run_1/io_placement.png
(6 px per um) Pins as bars across the die edge, other pins in gray.
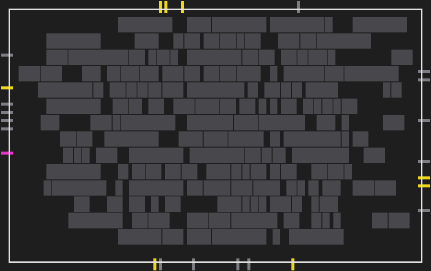
run_1/placement_by_type.png
(8 px per um) Fill, decap, tap and diode cells in gray.
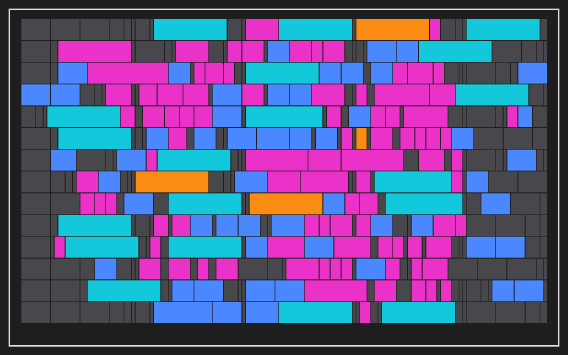
run_1/clk_routes.png
(12 px per um)
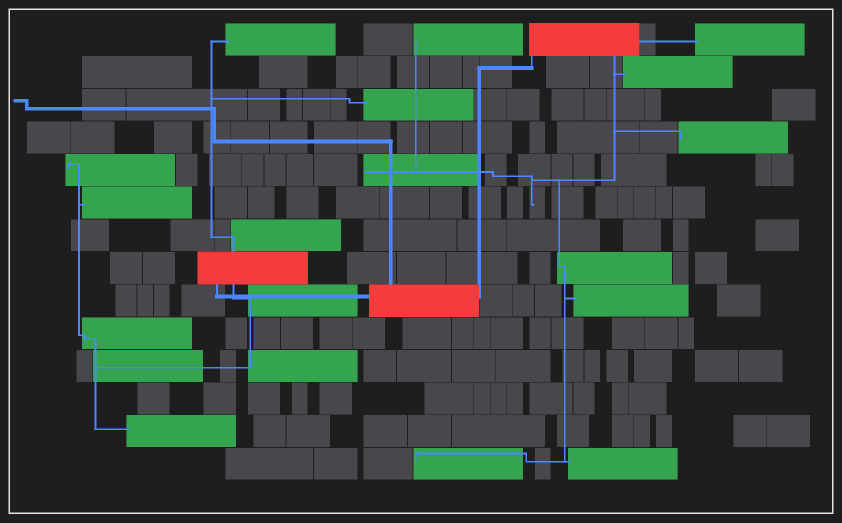
## src/rtl/bcd_down_counter_pkg.sv

```systemverilog
// Shared definitions for the BCD down-counter: FSM state encoding, the
// largest legal BCD digit and a per-digit clamp used on parallel load.
package bcd_down_counter_pkg;

   typedef enum logic [1:0] {
      S_IDLE    = 2'b00,
      S_RUN     = 2'b01,
      S_EXPIRED = 2'b10
   } state_e;

   localparam logic [3:0] BCD_MAX = 4'd9;

   // Values above 9 are not BCD; saturate them to 9 so count stays legal.
   function automatic logic [3:0] bcd_clamp(input logic [3:0] d);
      return (d > BCD_MAX) ? BCD_MAX : d;
   endfunction

endpackage

```

## src/rtl/bcd_down_counter_if.sv

```systemverilog
// Control/status bundle of the BCD down-counter.
//   load, load_value, enable, auto_reload : controller -> counter
//   count, zero, expire, busy             : counter -> controller
// master = controller side, slave = counter side.
interface bcd_down_counter_if #(
   parameter int DIGITS = 2
) ();
   logic                  load;
   logic [4*DIGITS-1:0]   load_value;
   logic                  enable;
   logic                  auto_reload;
   logic [4*DIGITS-1:0]   count;
   logic                  zero;
   logic                  expire;
   logic                  busy;

   modport master (
      output load, load_value, enable, auto_reload,
      input  count, zero, expire, busy
   );

   modport slave (
      input  load, load_value, enable, auto_reload,
      output count, zero, expire, busy
   );
endinterface

```

## src/rtl/bcd_down_counter_digit.sv

```systemverilog
// One BCD digit of the decrement chain (purely combinational).
//   digit      : current digit value (0..9)
//   borrow_in  : decrement request from the less significant side
//   next_digit : digit after the step
//   borrow_out : request passed to the more significant digit
module bcd_down_digit
   import bcd_down_counter_pkg::*;
(
   input  logic [3:0] digit,
   input  logic       borrow_in,
   output logic [3:0] next_digit,
   output logic       borrow_out
);
   assign borrow_out = borrow_in & (digit == 4'd0);

   always_comb begin
      next_digit = digit;
      if (borrow_in) begin
         next_digit = (digit == 4'd0) ? BCD_MAX : digit - 4'd1;
      end
   end
endmodule

```

## src/rtl/bcd_down_counter.sv

```systemverilog
// Cascaded DIGITS-digit BCD down-counter with parallel load, count enable
// and optional auto-reload. Flags underflow with a one-cycle expire pulse.
//   clock : rising-edge clock
//   reset : asynchronous active-low reset
//   bus   : control/status bundle (slave side), see bcd_down_counter_if
module bcd_down_counter
   import bcd_down_counter_pkg::*;
#(
   parameter int DIGITS = 2
) (
   input  logic              clock,
   input  logic              reset,
   bcd_down_counter_if.slave bus
);
   localparam int W = 4 * DIGITS;

   state_e         state_q, state_d;
   logic [W-1:0]   count_q, count_d;
   logic [W-1:0]   reload_q, reload_d;
   logic           expire_q, expire_d;

   logic [W-1:0]   load_clamped;
   logic [W-1:0]   count_dec;
   logic [DIGITS:0] borrow;
   logic           count_is_zero;

   // The chain is always asked to decrement; whether the result is used
   // is decided by the FSM below.
   assign borrow[0] = 1'b1;

   for (genvar g = 0; g < DIGITS; g++) begin : g_digit
      bcd_down_digit u_digit (
         .digit      (count_q[4*g +: 4]),
         .borrow_in  (borrow[g]),
         .next_digit (count_dec[4*g +: 4]),
         .borrow_out (borrow[g+1])
      );
      assign load_clamped[4*g +: 4] = bcd_clamp(bus.load_value[4*g +: 4]);
   end

   // A borrow leaves the top digit only when every digit is 0.
   assign count_is_zero = borrow[DIGITS];

   always_comb begin
      state_d  = state_q;
      count_d  = count_q;
      reload_d = reload_q;
      expire_d = 1'b0;

      if (bus.load) begin
         // Load wins over enable and is accepted in every state.
         count_d  = load_clamped;
         reload_d = load_clamped;
         state_d  = S_RUN;
      end else begin
         unique case (state_q)
            S_IDLE:    state_d = S_IDLE;
            S_RUN: begin
               if (bus.enable) begin
                  if (count_is_zero) begin
                     expire_d = 1'b1;
                     if (bus.auto_reload) begin
                        count_d = reload_q;
                     end else begin
                        state_d = S_EXPIRED;
                     end
                  end else begin
                     count_d = count_dec;
                  end
               end
            end
            S_EXPIRED: state_d = S_EXPIRED;
            default:   state_d = S_IDLE;
         endcase
      end
   end

   always_ff @(posedge clock or negedge reset) begin
      if (!reset) begin
         state_q  <= S_IDLE;
         count_q  <= '0;
         reload_q <= '0;
         expire_q <= 1'b0;
      end else begin
         state_q  <= state_d;
         count_q  <= count_d;
         reload_q <= reload_d;
         expire_q <= expire_d;
      end
   end

   assign bus.count  = count_q;
   assign bus.zero   = count_is_zero;
   assign bus.expire = expire_q;
   assign bus.busy   = (state_q == S_RUN);
endmodule

```

## src/flat_wrapper.sv

```systemverilog
// flat-port wrapper written by rule: the top's interface ports become plain ports
module bcd_down_counter_flat import bcd_down_counter_pkg::*;
#(
   parameter int DIGITS = 2
)
  (clock, reset, bus_load, bus_load_value, bus_enable, bus_auto_reload, bus_count, bus_zero, bus_expire, bus_busy);
  bcd_down_counter_if #(.DIGITS(DIGITS)) bus_i ();
  input  logic clock;
  input  logic reset;
  input wire logic [$bits(bus_i.load)-1:0] bus_load;
  input wire logic [$bits(bus_i.load_value)-1:0] bus_load_value;
  input wire logic [$bits(bus_i.enable)-1:0] bus_enable;
  input wire logic [$bits(bus_i.auto_reload)-1:0] bus_auto_reload;
  output wire logic [$bits(bus_i.count)-1:0] bus_count;
  output wire logic [$bits(bus_i.zero)-1:0] bus_zero;
  output wire logic [$bits(bus_i.expire)-1:0] bus_expire;
  output wire logic [$bits(bus_i.busy)-1:0] bus_busy;
  assign bus_i.load = bus_load;
  assign bus_i.load_value = bus_load_value;
  assign bus_i.enable = bus_enable;
  assign bus_i.auto_reload = bus_auto_reload;
  assign bus_count = bus_i.count;
  assign bus_zero = bus_i.zero;
  assign bus_expire = bus_i.expire;
  assign bus_busy = bus_i.busy;
  bcd_down_counter #(.DIGITS(DIGITS)) u_core (.clock(clock), .reset(reset), .bus(bus_i));
endmodule
```

## config.mk

```make
export PLATFORM = sky130hd
export DESIGN_NAME = bcd_down_counter_flat
export DESIGN_NICKNAME = d
export VERILOG_FILES = /design/src/rtl/bcd_down_counter_pkg.sv /design/src/rtl/bcd_down_counter_if.sv /design/src/rtl/bcd_down_counter_digit.sv /design/src/rtl/bcd_down_counter.sv /design/src/flat_wrapper.sv
export SDC_FILE = /design/constraint.sdc
export NUM_CORES = 1
export LEC_CHECK = 0
export CAP_MARGIN = 20
export CORE_ASPECT_RATIO = 0.6
export CORE_UTILIZATION = 40
export CTS_BUF_LIST = sky130_fd_sc_hd__clkbuf_16
export DETAILED_ROUTE_END_ITERATION = 12
export MAX_ROUTING_LAYER = met4
export PLACE_DENSITY = 0.68
export SYNTH_ARGS = -nofsm -noshare
export SYNTH_HDL_FRONTEND = slang
export SYNTH_SLANG_ARGS = --single-unit
```

## constraint.sdc

```tcl
create_clock -name clock -period 1.7 [get_ports clock]
set_input_delay 0.17 -clock clock [delete_from_list [all_inputs] [get_ports clock]]
set_output_delay 0.17 -clock clock [all_outputs]
set_load 0.01 [all_outputs]
```

==> flow_metrics.py, run 1 <==
# Physical implementation metrics
metrics = {
    "sta": {
        "finalMaxSlewViolations": 0,
        "max_freq_mhz": 549.7,
        "setup_viol": 5,
        "finalHoldViolCount": 0,
        "setup_ws_ns": -0.1191,
        "rsz0062_at_grt": "yes",
    },
    "clock_tree": {
        "cts_buffer_depth": 2,
        "cts_tree": "yes",
        "cts.clk_slew.worst_paths_ns": 0.06,
        "holdBufCountCts": 0,
        "clock_latency_ns": 0.25,
        "cts_root_buf": "clkbuf_16",
    },
    "cells_and_area": {
        "buf_share_pct": 27.64,
        "fillCellCount": 183,
        "nClkBuffers": 3,
        "final-clk-cell-share_pct": 4.500,
        "n_sequential_cell": 19,
        "buffers_excl_clock": 54,
        "final_layout_top_logic_cells": "buf_4 (26), clkdlybuf4s50_1 (21), dfrtp_1 (16)",
        "nMultiInputCombCells": 81,
        "inv_count": 10,
    },
    "critical_path": {
        "endpoint_kind": "flip-flop",
        "crit_buf_inv": 2,
        "crit_start": "u_core.bus.count[6]$_DFFE_PN0P_",
        "r2r_slack_ns": -0.12,
        "rr_startpoint": "u_core.bus.count[6]$_DFFE_PN0P_",
        "path_cells": "buf_6 > or4_4 > o211ai_1 > buf_4 > a32oi_1 > a31o_2",
        "crit_path_top_delay_cell": "or4_4",
        "rr_worst_depth": 6,
        "cp_data_required_time_ns": 1.84,
    },
    "power_and_ir_drop": {
        "seq_cell_power_mw": 0.570,
        "p_sw_mw": 0.5132,
        "p_int_mw": 1.160,
    },
    "logic_synthesis": {
        "flop_cell": "dfrtp_1",
        "syn-cell-area_sq_um": 1061,
        "ys_sh_adder_pct": 1.179,
        "yosys.area_share.simple_pct": 20.87,
        "synthDominantCellAreaShare_pct": 44.81,
        "ys_cells": 114,
        "synth.distinct_cells": 37,
        "netlist_instances": 114,
        "ys_sh_mux_pct": 1.061,
        "area_leaders": "dfrtp_1 (45%), nand2_1 (4.6%), o21ai_0 (4.2%), a21oi_1 (3.8%), inv_1 (3.5%)",
        "ys_ff": 19,
        "logic_family": "AND-OR/OR-AND gates",
    },
    "run": {
        "tool_warnings": 28,
        "maxCapViolations": 0,
    },
    "route": {
        "wl_um": 3507,
        "drt_iter0_markers": 88,
        "wl_per_cell_um": 17.54,
        "vias_per_cell": 5.685,
        "dr.pass1.iters": 4,
        "route.detailed.drc": 0,
    },
    "outcome": {
        "failed_checks": "setup timing",
        "status": "finished with violations",
    },
    "global_routing": {
        "antenna_found_initial": 0,
        "track_usage_pct": 26.96,
        "grt_pass1_vias": 1060,
        "overflow": 0,
    },
    "die": {
        "die-area_sq_um": 2869,
        "fp-utilization_pct": 42.36,
        "row_count": 14,
    },
    "placement": {
        "place_congestion": 0.8513,
    },
}
-- io_placement.png (at the start) --
Yellow marks bus_load_value, pins 8, direction input, edge 3 top, 2 bottom, 2 right, 1 left. Magenta marks bus_auto_reload, pins 1, direction input, edge left.
All pins by edge: 7 left, 7 right, 6 bottom, 4 top.
Port Buffer Count: 23
die extent in y: 41.90 um
die x size: 68.49 um

-- placement_by_type.png (at the start) --
Orange marks clock drivers and dummy loads, cells 4, share of their area 4.6%. Cyan marks sequential cells, cells 19, share of their area 28%. Magenta marks combinational and other logic, cells 91, share of their area 39%. Blue marks remaining buffers and delay cells, cells 54, share of their area 28%.

-- clk_routes.png (at the start) --
Blue marks clock wires, length 290 um. Green marks flip-flops, count 19. Red marks clock drivers, count 3.
Position of the flops: all over the die. There are 4 routed clock nets.

-- run 1: layer usage --
layer,track usage [%],share of wire [%]
met5,-,0
met4,6.667,1.9
met3,8.242,6.1
met2,38.24,47
met1,37.37,45
-- run 1: metrics by stage --
| stage | instances | utilization (%) | cell area [sq um] | total power, mW | hold slack [ns] |
|---|---|---|---|---|---|
| final | 200 | 69.93 | 1752 | 1.674 | 0.2532 |
| after global routing | 200 | 69.93 | 1752 | 1.751 | 0.3027 |
| after CTS | 199 | 66.73 | 1672 | 1.595 | 0.2684 |
| after detailed placement | 186 | 59.29 | 1485 | 1.053 | 0.4714 |
| after global placement | 186 | 59.29 | 1485 | 1.036 | 0.4641 |
| after floorplan | 114 | - | 1067 | 0.7985 | -0.1256 |
run_1/layer_met2.png
(8 px per um) Cells faint in the background.
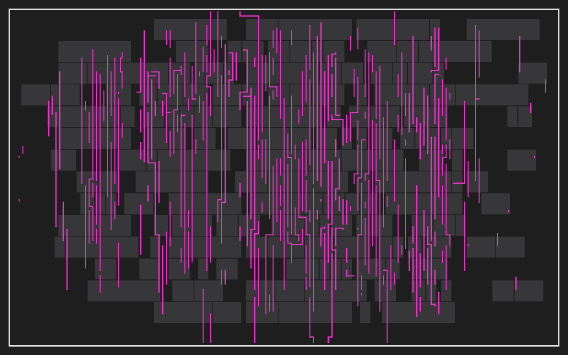

==> run 2, diff against run 1 <==
--- a/config.mk
+++ b/config.mk
@@ -6,7 +6,7 @@
 export NUM_CORES = 1
 export LEC_CHECK = 0
 export CAP_MARGIN = 20
-export CORE_ASPECT_RATIO = 0.6
+export CORE_ASPECT_RATIO = 0.7
 export CORE_UTILIZATION = 40
 export CTS_BUF_LIST = sky130_fd_sc_hd__clkbuf_16
 export DETAILED_ROUTE_END_ITERATION = 12
@@ -15,3 +15,4 @@
 export SYNTH_ARGS = -nofsm -noshare
 export SYNTH_HDL_FRONTEND = slang
 export SYNTH_SLANG_ARGS = --single-unit
+export TNS_END_PERCENT = 30
run_2/layer_met2.png
(6 px per um) Cells faint in the background.
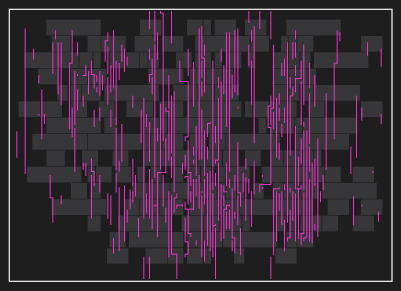
The longest straight run is 29.9 um. 149 nets have wire on it. The wires run mostly vertical. The layer carries 1,390 um of wire. The layer holds 44% of the routed length.

run_2/clocks.png
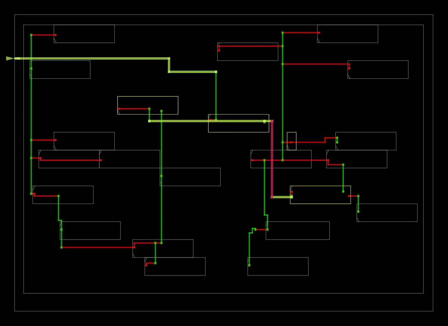
Worst Skew: 0.004351 ns
Clk power: 0.479 mW

==> run 2 against run 1 <==
  * Setup slack gained 0.072 ns
  * The run still ends with setup timing left
  * Synthesized cell count unchanged
  * Clock power fell by 2%
==> flow_metrics.py, run 2 <==
# Physical implementation metrics
metrics = {
    "power_and_ir_drop": {
        "p_int_mw": 1.099,
        "seq_cell_power_mw": 0.556,
        "p_total_mw": 1.560,
        "powerComb_mw": 0.524,
        "p_clk_share_pct": 30.7,
        "p_sw_mw": 0.4610,
    },
    "cells_and_area": {
        "final_core_util_pct": 66.52,
        "final_layout_top_logic_cells": "buf_4 (28), clkdlybuf4s50_1 (21), dfrtp_1 (18)",
        "design_area_sq_um": 1648,
        "stdcell_count": 199,
    },
    "die": {
        "row_count": 15,
        "die_w_um": 63.56,
        "fp-utilization_pct": 42.83,
        "die-area_sq_um": 2866,
    },
    "sta": {
        "max_freq_mhz": 572.5,
        "finalHoldViolCount": 0,
        "rsz0062_at_grt": "yes",
        "hold_slack_ns": 0.2539,
        "setup_ws_ns": -0.04680,
        "setup_viol": 3,
        "slew_headroom_pct": 75.68,
        "finalMaxSlewViolations": 0,
    },
    "critical_path": {
        "rr_startpoint": "u_core.bus.count[4]$_DFFE_PN0P_",
        "crit_start": "u_core.bus.count[4]$_DFFE_PN0P_",
        "rr_worst_depth": 5,
        "endpoint_kind": "flip-flop",
        "path_cells": "buf_4 > or4_4 > o211ai_1 > a32oi_1 > a31o_2",
        "cp_data_required_time_ns": 1.84,
        "crit_path_top_delay_cell": "or4_4",
        "crit_buf_inv": 1,
        "r2r_slack_ns": -0.05,
    },
    "clock_tree": {
        "clock_latency_ns": 0.25,
        "cts_root_buf": "clkbuf_16",
        "cts.clk_slew.worst_paths_ns": 0.06,
        "cts_tree": "yes",
        "cts_buffer_depth": 2,
    },
    "global_routing": {
        "grt_pass1_vias": 1045,
        "track_usage_pct": 25.16,
        "grt_use_met2_pct": 38.51,
        "overflow": 0,
        "grtUsageMet3_pct": 6.818,
        "met1_usage_pct": 33.60,
        "antenna_found_initial": 0,
    },
    "route": {
        "drt-met1-wl_um": 1570,
        "wl_per_cell_um": 15.68,
        "vias_per_cell": 5.387,
        "highest_layer": "met4",
        "wl_um": 3120,
        "dr.pass1.iters": 4,
        "route.detailed.drc": 0,
        "wl_met3_um": 150,
        "routed-wl-met2_um": 1388,
        "drt_iter0_markers": 82,
        "antenna_left": 0,
    },
    "placement": {
        "portBuffers": 23,
        "dpl-instance-area_sq_um": 1498,
        "dp_cells": 191,
    },
    "logic_synthesis": {
        "synth.distinct_cells": 37,
        "ys_ff": 19,
        "syn-cell-area_sq_um": 1061,
        "netlist_instances": 114,
        "flop_cell": "dfrtp_1",
        "ys_cells": 114,
    },
    "outcome": {
        "failed_checks": "setup timing",
        "status": "finished with violations",
    },
    "run": {
        "maxCapViolations": 0,
    },
}
## run 2: kinds of logic (layout without fill, tap and decap cells)
| logic type | count (synthesis) | in the layout | synth area share (%) |
|---|---|---|---|
| simple gates | 39 | 39 | 20.87 |
| mux | 1 | 1 | 1.061 |
| flops | 19 | 19 | 44.81 |
| compound gates | 40 | 40 | 27.01 |
| fa+ha+maj | 1 | 1 | 1.179 |
| buf+inv | 14 | 65 | 5.071 |
## run 2: final cells by class
cell class,count,area [sq um]
timing repair buffer,51,437.9
sequential,19,476.7
inverter,10,37.54
fill,201,829.5
clock inverter,1,3.754
clock buffer,3,75.07
multi-input combinational,81,574.3
tap,34,42.54
## run 2: what timing repair did
action                                  4_1_cts  5_1_grt
endpoints found under the setup margin        3        6
buffers inserted                              3        1
hold buffers                                  0        0
resized                                       5        6
pin swaps                                     3        4
No activity file was given, so power comes from the tool's default toggle rates.
